===== config.mk =====
export PLATFORM = sky130hd
export DESIGN_NAME = fifo_reader
export DESIGN_NICKNAME = d
export VERILOG_FILES = /design/src/rtl/fifo_reader_pkg.sv /design/src/rtl/fifo_reader_skid.sv /design/src/rtl/fifo_reader.sv
export SDC_FILE = /design/constraint.sdc
export NUM_CORES = 1
export LEC_CHECK = 0
export ABC_AREA = 1
export CAP_MARGIN = 20
export CORE_AREA = 2 2 52 54
export DETAILED_ROUTE_END_ITERATION = 6
export DIE_AREA = 0 0 54 56
export DONT_BUFFER_PORTS = 1
export PLACE_DENSITY = 0.67
export SLEW_MARGIN = 20
export SYNTH_ARGS = -nofsm -noshare
export SYNTH_HDL_FRONTEND = slang
export SYNTH_SLANG_ARGS = --single-unit

===== constraint.sdc =====
create_clock -name clk -period 3.9 [get_ports clk]
set_input_delay 0.78 -clock clk [delete_from_list [all_inputs] [get_ports clk]]
set_output_delay 0.78 -clock clk [all_outputs]
set_load 0.005 [all_outputs]

===== src/rtl/fifo_reader_pkg.sv =====
// fifo_reader shared types: FSM states, skid depth, pointer helper.
// Optional rd_count port is enabled by FIFO_READER_CNT_EN.
package fifo_reader_pkg;

  localparam int BUF_DEPTH = 3;
  localparam logic [1:0] LAST_PTR = 2'(BUF_DEPTH - 1);

  typedef enum logic [1:0] {
    IDLE   = 2'd0,
    ACTIVE = 2'd1,
    FLUSH  = 2'd2
  } state_t;

  function automatic logic [1:0] ptr_inc(
    input logic [1:0] p
  );
    return (p == LAST_PTR) ? 2'd0 : p + 2'd1;
  endfunction

endpackage


===== src/rtl/fifo_reader_skid.sv =====
// fifo_reader_skid: 3-entry circular skid buffer.
// Head word is always visible on data; clear empties it.
module fifo_reader_skid
  import fifo_reader_pkg::*;
#(
  parameter int WIDTH = 4
) (
  input  logic             clk,
  input  logic             rst,
  input  logic             clear,
  input  logic             push,
  input  logic [WIDTH-1:0] wdata,
  input  logic             pop,
  output logic [WIDTH-1:0] data,
  output logic [1:0]       count
);

  logic [WIDTH-1:0] mem [BUF_DEPTH];
  logic [1:0]       wr_ptr;
  logic [1:0]       rd_ptr;

  always_ff @(posedge clk or posedge rst) begin
    if (rst) begin
      for (int i = 0; i < BUF_DEPTH; i++) begin
        mem[i] <= '0;
      end
      wr_ptr <= '0;
      rd_ptr <= '0;
      count  <= '0;
    end else if (clear) begin
      wr_ptr <= '0;
      rd_ptr <= '0;
      count  <= '0;
    end else begin
      if (push) begin
        mem[wr_ptr] <= wdata;
        wr_ptr      <= ptr_inc(wr_ptr);
      end
      if (pop) begin
        rd_ptr <= ptr_inc(rd_ptr);
      end
      count <= count + {1'b0, push}
                     - {1'b0, pop};
    end
  end

  assign data = mem[rd_ptr];

endmodule


===== src/rtl/fifo_reader.sv =====
// fifo_reader: pops a FIFO into a valid/ready stream via a skid buffer.
// Define FIFO_READER_CNT_EN to add the 16-bit rd_count transfer counter.
module fifo_reader
  import fifo_reader_pkg::*;
#(
  parameter int WIDTH = 4
) (
  input  logic             clk,
  input  logic             rst,
  input  logic             enable,
  input  logic             flush,
  input  logic             fifo_empty,
  output logic             fifo_rd_en,
  input  logic [WIDTH-1:0] fifo_rd_data,
  output logic             m_valid,
  input  logic             m_ready,
  output logic [WIDTH-1:0] m_data,
  output logic             flush_busy
`ifdef FIFO_READER_CNT_EN
  ,
  output logic [15:0]      rd_count
`endif
);

  localparam int BUF_DEPTH = fifo_reader_pkg::BUF_DEPTH;

  state_t     state;
  state_t     state_nxt;
  logic       pending;
  logic [1:0] count;
  logic       push;
  logic       xfer;
  logic       clear;
  logic [2:0] occupancy;

  assign occupancy = {1'b0, count} + {2'b0, pending};

  always_ff @(posedge clk or posedge rst) begin
    if (rst) begin
      state   <= IDLE;
      pending <= 1'b0;
    end else begin
      state   <= state_nxt;
      pending <= fifo_rd_en;
    end
  end

  always_comb begin
    state_nxt  = state;
    fifo_rd_en = 1'b0;
    unique case (state)
      IDLE: begin
        if (enable) state_nxt = ACTIVE;
      end
      ACTIVE: begin
        // room must cover the word already in flight
        fifo_rd_en = !fifo_empty &&
                     (occupancy < 3'(BUF_DEPTH));
        if (!enable) state_nxt = IDLE;
      end
      FLUSH: begin
        fifo_rd_en = !fifo_empty;
        if (fifo_empty && !pending)
          state_nxt = IDLE;
      end
      default: state_nxt = IDLE;
    endcase
    if (flush) state_nxt = FLUSH;
  end

  assign flush_busy = (state == FLUSH);
  assign push       = pending && !flush_busy;
  assign clear      = (state_nxt == FLUSH);
  assign m_valid    = (count != 2'd0) && !flush_busy;
  assign xfer       = m_valid && m_ready;

  fifo_reader_skid #(
    .WIDTH (WIDTH)
  ) u_skid (
    .clk   (clk),
    .rst   (rst),
    .clear (clear),
    .push  (push),
    .wdata (fifo_rd_data),
    .pop   (xfer),
    .data  (m_data),
    .count (count)
  );

`ifdef FIFO_READER_CNT_EN
  always_ff @(posedge clk or posedge rst) begin
    if (rst) begin
      rd_count <= '0;
    end else if (xfer) begin
      rd_count <= rd_count + 16'd1;
    end
  end
`endif

endmodule

==> reports/metrics.cfg <==
[run_status]
outcome=complete, no violations

[final_layout]
final_cells=177
finalInstanceArea_um2=1210
clk_share_pct=2.17
comb-cell-share_pct=45.7
final_common_cell=nand2_1
seq_area_share_pct=43.4
insertedDiodeCount=0
fill_cells=239
comb_cells=104
final_nets=166
inverters=18
largest_class=combinational gates
seq_cell_count=21
regArea_um2=526
fin_util_pct=49.7

[worst_setup_path]
slowest_delay_ps=420
crit_end=fifo_rd_en
crit_path_end_kind=output port
required_ps=3120
rr_worst_depth=10
critPathTopFamily=adder cells
crit_fanout=2
crit_arrival_ps=1610
r2r_end=u_skid.count[1]$_DFF_PP0_
critical_path_buf_inv_count=0
crit_cells=5
cpMaxStageDelayCell=dfrtp_1
r2r-start=state[0]$_DFF_PP0_
critical_path_class=reg2out
cp_common_cell=ha_1
r2r_setup_slack_ps=1920
startpoint=pending$_DFF_PP0_

[routing]
dr.pass1.iters=4
top_layer=met4
drt_iter0_drc=23
route.met3.wl_um=69
viasPerCell=5.18
drc=0

[synth]
syn-cell-area_um2=1170
ys_types=20
synth.largest_area_cell=dfrtp_1
xor_share_pct=1.50
syn_inst=145
yosys.area_share.aoi_pct=1.39
avgSynthCellArea_um2=8.06
synthesis.nets=163
ys_cells=145
logic_family=simple AND/OR/NAND/NOR gates
muxShareOfSynthArea_pct=0
ys_seq_share_pct=45.0
ys.flops=21
yosysWarningCount=0

[job]
warning_count=29
drv_cap=0

[timing]
timing.hold.ws_ps=485
tightest_slew_ps=788
period_used_pct=61.3
fin_skew_ps=5.65
finalCriticalPeriod_ps=2390
max_freq_mhz=418
setup_tns_ps=0

[grt]
grt_overflow=0
grt.met1_usage_pct=24.5
use_met2_pct=24.7
top_usage_layer=met2

[hold_path]
hold_path.class=in2async

[pwr]
pg_seq_uw=272
maxPowerGroup=registers
clock_power_share_pct=21.7
power_frac_comb_pct=23.7
seq_power_share_pct=54.6
power_uw=498
sw_frac_of_total_pct=33.7
p_leak_uw=0.000660
p_sw_uw=168
p_int_uw=330
ir_worst_vdd_v=0.000219
pg_clk_uw=108

[placed_design]
placed_cells=173
place_area_um2=1180
hpwl_mm=1.69
gp_congestion=0.716

[clock_network]
cts_hold_buf=0
root_buffer=clkbuf_4
cts-resized-gates=0
cts_setup_buffers=0
clock_latency_ps=310

[floorplan]
initCoreUtil_pct=48.0
rows=18

-- cells by family (layout without fill, tap and decap cells) --
group / count (synthesis) / in the layout
flops: 21 / 21
simple gates: 91 / 91
xor+xnor: 2 / 2
fa+ha+maj: 8 / 8
compound gates: 3 / 3
buf+inv: 20 / 22
-- synth_stat cells --
cell type,number
a31oi_1,1
ha_1,8
nand3b_1,1
a21oi_1,2
inv_1,17
buf_8,1
nor2_2,1
inv_2,1
nand2_1,49
nor2_1,11
xor2_1,1
xnor2_1,1
nor3b_1,1
nand2_4,1
buf_4,1
nand2_2,1
nand3_2,2
nand4_1,12
dfrtp_1,21
nand3_1,12
-- sequential cells by signal, indices dropped and copies added (netlist names) --
register,count
u_skid.rd_ptr,2
u_skid.mem,12
u_skid.wr_ptr,2
pending,1
state,2
u_skid.count,2
==> images/metal_density.png <==
(4 px per um) The die is cut into 11 by 11 equal tiles; dark purple is low, yellow is high, scaled to the fullest tile. Values are wire area over tile area, all layers added.
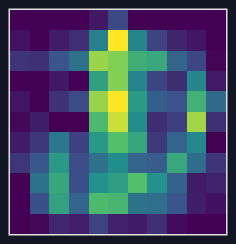
nearly empty tiles: 20%
densest ninth of the die: centre
tiles over half the peak: 22%
WL per Instance: 12.2 um
final WL: 2.17 mm
GRT Overall Usage: 16.8%
vias post-DR: 916

==> images/layer_met3.png <==
(8 px per um)
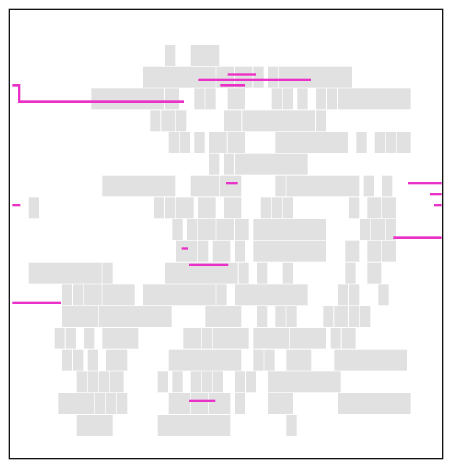
longest straight run: 20.5 um
main direction: horizontal
share of all routed wire: 3.2%
nets with wire on the layer: 11
wire length on this layer: 69.9 um
routing usage on met3: 2.42%

==> images/io_placement.png <==
(6 px per um) Pins as bars across the die edge, other pins in grey.
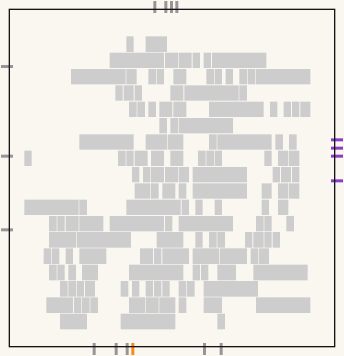
| colour | port | pins | direction | edge |
|---|---|---|---|---|
| purple | `m_data` | 4 | output | right |
| orange | `fifo_empty` | 1 | input | bottom |
all pins by edge: 6 bottom, 4 top, 4 right, 3 left
# port buffers: 0
die width: 54 um
Die Y: 56 um

